==> src/rtl/double_buffer_sequencer.sv <==
// Block sequencer for a ping-pong double buffer: fills one bank from an
// input stream while the other bank drains to an output stream.
module double_buffer_sequencer #(
  parameter int DATA_WIDTH      = 64,
  parameter int BANK_ADDR_WIDTH = 5,
  parameter int BLOCK_WORDS     = 32
) (
  input  logic                       clk,
  input  logic                       rst_n,
  input  logic                       in_valid,
  output logic                       in_ready,
  input  logic [DATA_WIDTH-1:0]      in_data,
  output logic                       out_valid,
  input  logic                       out_ready,
  output logic [DATA_WIDTH-1:0]      out_data,
  output logic                       out_last,
  output logic                       db_switch_banks,
  output logic                       db_wen,
  output logic [BANK_ADDR_WIDTH-1:0] db_wadr,
  output logic [DATA_WIDTH-1:0]      db_wdata,
  output logic                       db_ren,
  output logic [BANK_ADDR_WIDTH-1:0] db_radr,
  input  logic [DATA_WIDTH-1:0]      db_rdata
);

  localparam int CW = $clog2(BLOCK_WORDS + 1);
  localparam int AW = BANK_ADDR_WIDTH;

  localparam logic [CW-1:0] FULL = CW'(BLOCK_WORDS);
  localparam logic [CW-1:0] LAST = CW'(BLOCK_WORDS - 1);

  logic [CW-1:0] wr_cnt;
  logic          wr_full;
  logic [CW-1:0] rd_cnt;
  logic          rd_full;
  logic          inflight;
  logic          inflight_last;

  logic [DATA_WIDTH-1:0] fifo_data [2];
  logic [1:0]            fifo_last;
  logic [1:0]            fifo_cnt;
  logic                  fifo_head;
  logic                  fifo_tail;

  logic       wr_fire;
  logic       pop;
  logic       push;
  logic [2:0] occ;
  logic       room;
  logic       rd_done;
  logic       drained;
  logic       switch_now;

  // Fill side
  assign in_ready = ~wr_full;
  assign wr_fire  = in_valid & ~wr_full;
  assign db_wen   = wr_fire;
  assign db_wdata = wr_fire ? in_data : '0;

  // Drain side
  assign out_valid = fifo_cnt != 2'd0;
  assign pop       = out_valid & out_ready;
  assign push      = inflight;

  // Occupancy after this edge must leave room for the read issued now
  assign occ  = {1'b0, fifo_cnt}
              + {2'b00, inflight}
              - {2'b00, pop};
  assign room = occ < 3'd2;

  assign db_ren = rd_full
                & (rd_cnt < FULL)
                & room;

  assign out_data = fifo_data[fifo_head];
  assign out_last = fifo_last[fifo_head];

  assign rd_done = (rd_cnt == FULL)
                 & ~inflight
                 & (fifo_cnt == 2'd0);
  assign drained = ~rd_full | rd_done;

  assign switch_now      = wr_full & drained;
  assign db_switch_banks = switch_now;

  generate
    if (CW >= AW) begin : g_adr_trunc
      assign db_wadr = wr_cnt[AW-1:0];
      assign db_radr = rd_cnt[AW-1:0];
    end else begin : g_adr_ext
      assign db_wadr = {{(AW-CW){1'b0}}, wr_cnt};
      assign db_radr = {{(AW-CW){1'b0}}, rd_cnt};
    end
  endgenerate

  always_ff @(posedge clk) begin
    if (!rst_n) begin
      wr_cnt  <= '0;
      wr_full <= 1'b0;
    end else if (switch_now) begin
      wr_cnt  <= '0;
      wr_full <= 1'b0;
    end else if (wr_fire) begin
      wr_cnt <= wr_cnt + 1'b1;
      if (wr_cnt == LAST) begin
        wr_full <= 1'b1;
      end
    end
  end

  always_ff @(posedge clk) begin
    if (!rst_n) begin
      rd_cnt  <= '0;
      rd_full <= 1'b0;
    end else if (switch_now) begin
      rd_cnt  <= '0;
      rd_full <= 1'b1;
    end else if (db_ren) begin
      rd_cnt <= rd_cnt + 1'b1;
    end
  end

  // Tag the read in flight so its word carries the block-end flag
  always_ff @(posedge clk) begin
    if (!rst_n) begin
      inflight      <= 1'b0;
      inflight_last <= 1'b0;
    end else begin
      inflight      <= db_ren;
      inflight_last <= db_ren & (rd_cnt == LAST);
    end
  end

  always_ff @(posedge clk) begin
    if (!rst_n) begin
      fifo_data[0] <= '0;
      fifo_data[1] <= '0;
      fifo_last    <= '0;
      fifo_tail    <= 1'b0;
    end else if (push) begin
      fifo_data[fifo_tail] <= db_rdata;
      fifo_last[fifo_tail] <= inflight_last;
      fifo_tail            <= ~fifo_tail;
    end
  end

  always_ff @(posedge clk) begin
    if (!rst_n) begin
      fifo_head <= 1'b0;
    end else if (pop) begin
      fifo_head <= ~fifo_head;
    end
  end

  always_ff @(posedge clk) begin
    if (!rst_n) begin
      fifo_cnt <= 2'd0;
    end else begin
      fifo_cnt <= fifo_cnt
                + {1'b0, push}
                - {1'b0, pop};
    end
  end

endmodule

==> config.mk <==
export PLATFORM = sky130hd
export DESIGN_NAME = double_buffer_sequencer
export DESIGN_NICKNAME = d
export VERILOG_FILES = /design/src/rtl/double_buffer_sequencer.sv
export SDC_FILE = /design/constraint.sdc
export NUM_CORES = 1
export LEC_CHECK = 0
export ABC_AREA = 1
export ABC_CLOCK_PERIOD_IN_PS = 6180
export CORE_ASPECT_RATIO = 0.6
export CORE_UTILIZATION = 48
export DETAILED_ROUTE_END_ITERATION = 12
export PLACE_DENSITY = 0.85
export SLEW_MARGIN = 10
export SYNTH_ARGS = -nofsm -noshare
export SYNTH_HDL_FRONTEND = slang
export SYNTH_SLANG_ARGS = --single-unit
==> constraint.sdc <==
create_clock -name clk -period 6.18 [get_ports clk]
set_input_delay 1.236 -clock clk [delete_from_list [all_inputs] [get_ports clk]]
set_output_delay 1.236 -clock clk [all_outputs]
set_load 0.02 [all_outputs]
Signal wires on met1:
Supply wires on this layer in grey.
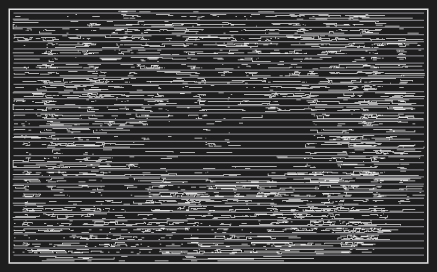
wire length on this layer = 7490 um
share of all routed wire = 44%
longest straight run = 40.5 um
nets with wire on the layer = 1018
main direction = horizontal
Vias: 5456
total routed wirelength: 16900 um
grt met1 use: 28.0%

Met2 routing:
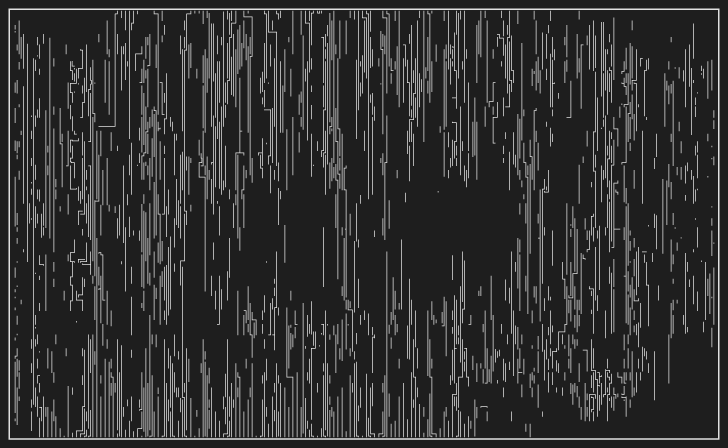
nets with wire on the layer = 888
wire length on this layer = 8190 um
met2 capacity usage during global routing: 37.8%

Metal 3:
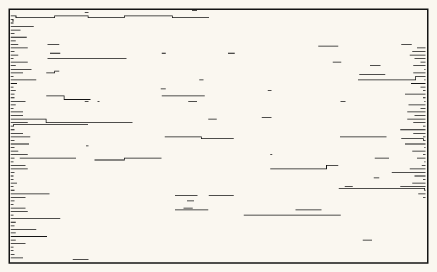
wire length on this layer = 959 um
longest straight run = 36.8 um
M3 GR Usage: 4.91%

==> summary.txt <==
run metrics: status=finished clean, critical path arrival=3.72 ns, area delta synth->final=47.5%, clock buffer and inverter area fraction after layout=5.39%, Crit. Startpoint=out_ready, overall die width=159 um, part of the total power dissipated in the clock network=36.6%, share of flip-flops with an asynchronous set or reset=0%, number of H-tree levels=4, global-route wire length before repair=25700 um, top logic cells by instance count in the layout=sky130_fd_sc_hd__clkdlybuf4s50_1 (275), sky130_fd_sc_hd__nor2_1 (215), sky130_fd_sc_hd__inv_1 (159), number of synthesized flops with an enable pin=128, Initial DRT Pass Iterations=4, number of buffers inserted by hold repair at cts=0, routed len/inst=14.2 um, Logic area=2020 sq um, startpoint of the lowest-slack register-to-register path=inflight, top cells by instance count after synthesis=sky130_fd_sc_hd__nor2_1 (215), sky130_fd_sc_hd__inv_1 (159), sky130_fd_sc_hd__edfxtp_1 (128), sky130_fd_sc_hd__mux2_2 (64), sky130_fd_sc_hd__nand2_1 (46), register share after synthesis=60.3%, site row count=34, transition time of the tightest slew-check pin=1.03 ns, fraction of layout instances using a drive strength above 1=10.8%, count of endpoints failing setup in the final report=0
Metal 4:
Bar = 50 um. Supply wires on this layer in grey.
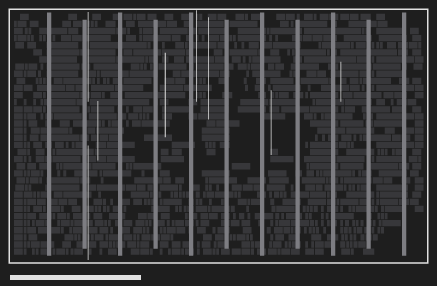
main direction = vertical
nets with wire on the layer = 5
longest straight run = 43.5 um
wire length on this layer = 245 um

Clock routing:
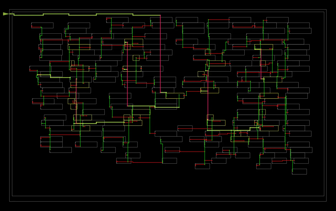
clock skew after layout: 0.0127 ns
number of CTS-inserted buffers: 17
clock buffer instance count of the final layout: 17
flop count: 151
Clk Latency, worst-skew pair: 0.41 ns

[layer usage]
layer | vias up | routed length, um
li1 | 2717 | -
met1 | 2536 | 7490
met2 | 185 | 8190
met3 | 18 | 959
met4 | 0 | 244
met5 | - | 0
[sequential cells by signal (all words and copies together), names as in the netlist, named ones only]
name and cells:
inflight 1, fifo_data 128, fifo_last 2, wr_full 1, fifo_tail 1, fifo_cnt 2
inflight_last 1, wr_cnt 6, fifo_head 1, rd_cnt 6, rd_full 1
[power groups by stage]
stage,Clock [mW],Sequential (mW),Combinational [mW]
2_1_floorplan,0,1.17,0.289
3_3_place_gp,0,1.18,0.543
3_5_place_dp,0,1.18,0.547
4_1_cts,0.997,1.16,0.551
5_1_grt,1.04,1.16,0.584
6_report,0.986,1.16,0.548
No activity file was given, so power comes from the tool's default toggle rates.
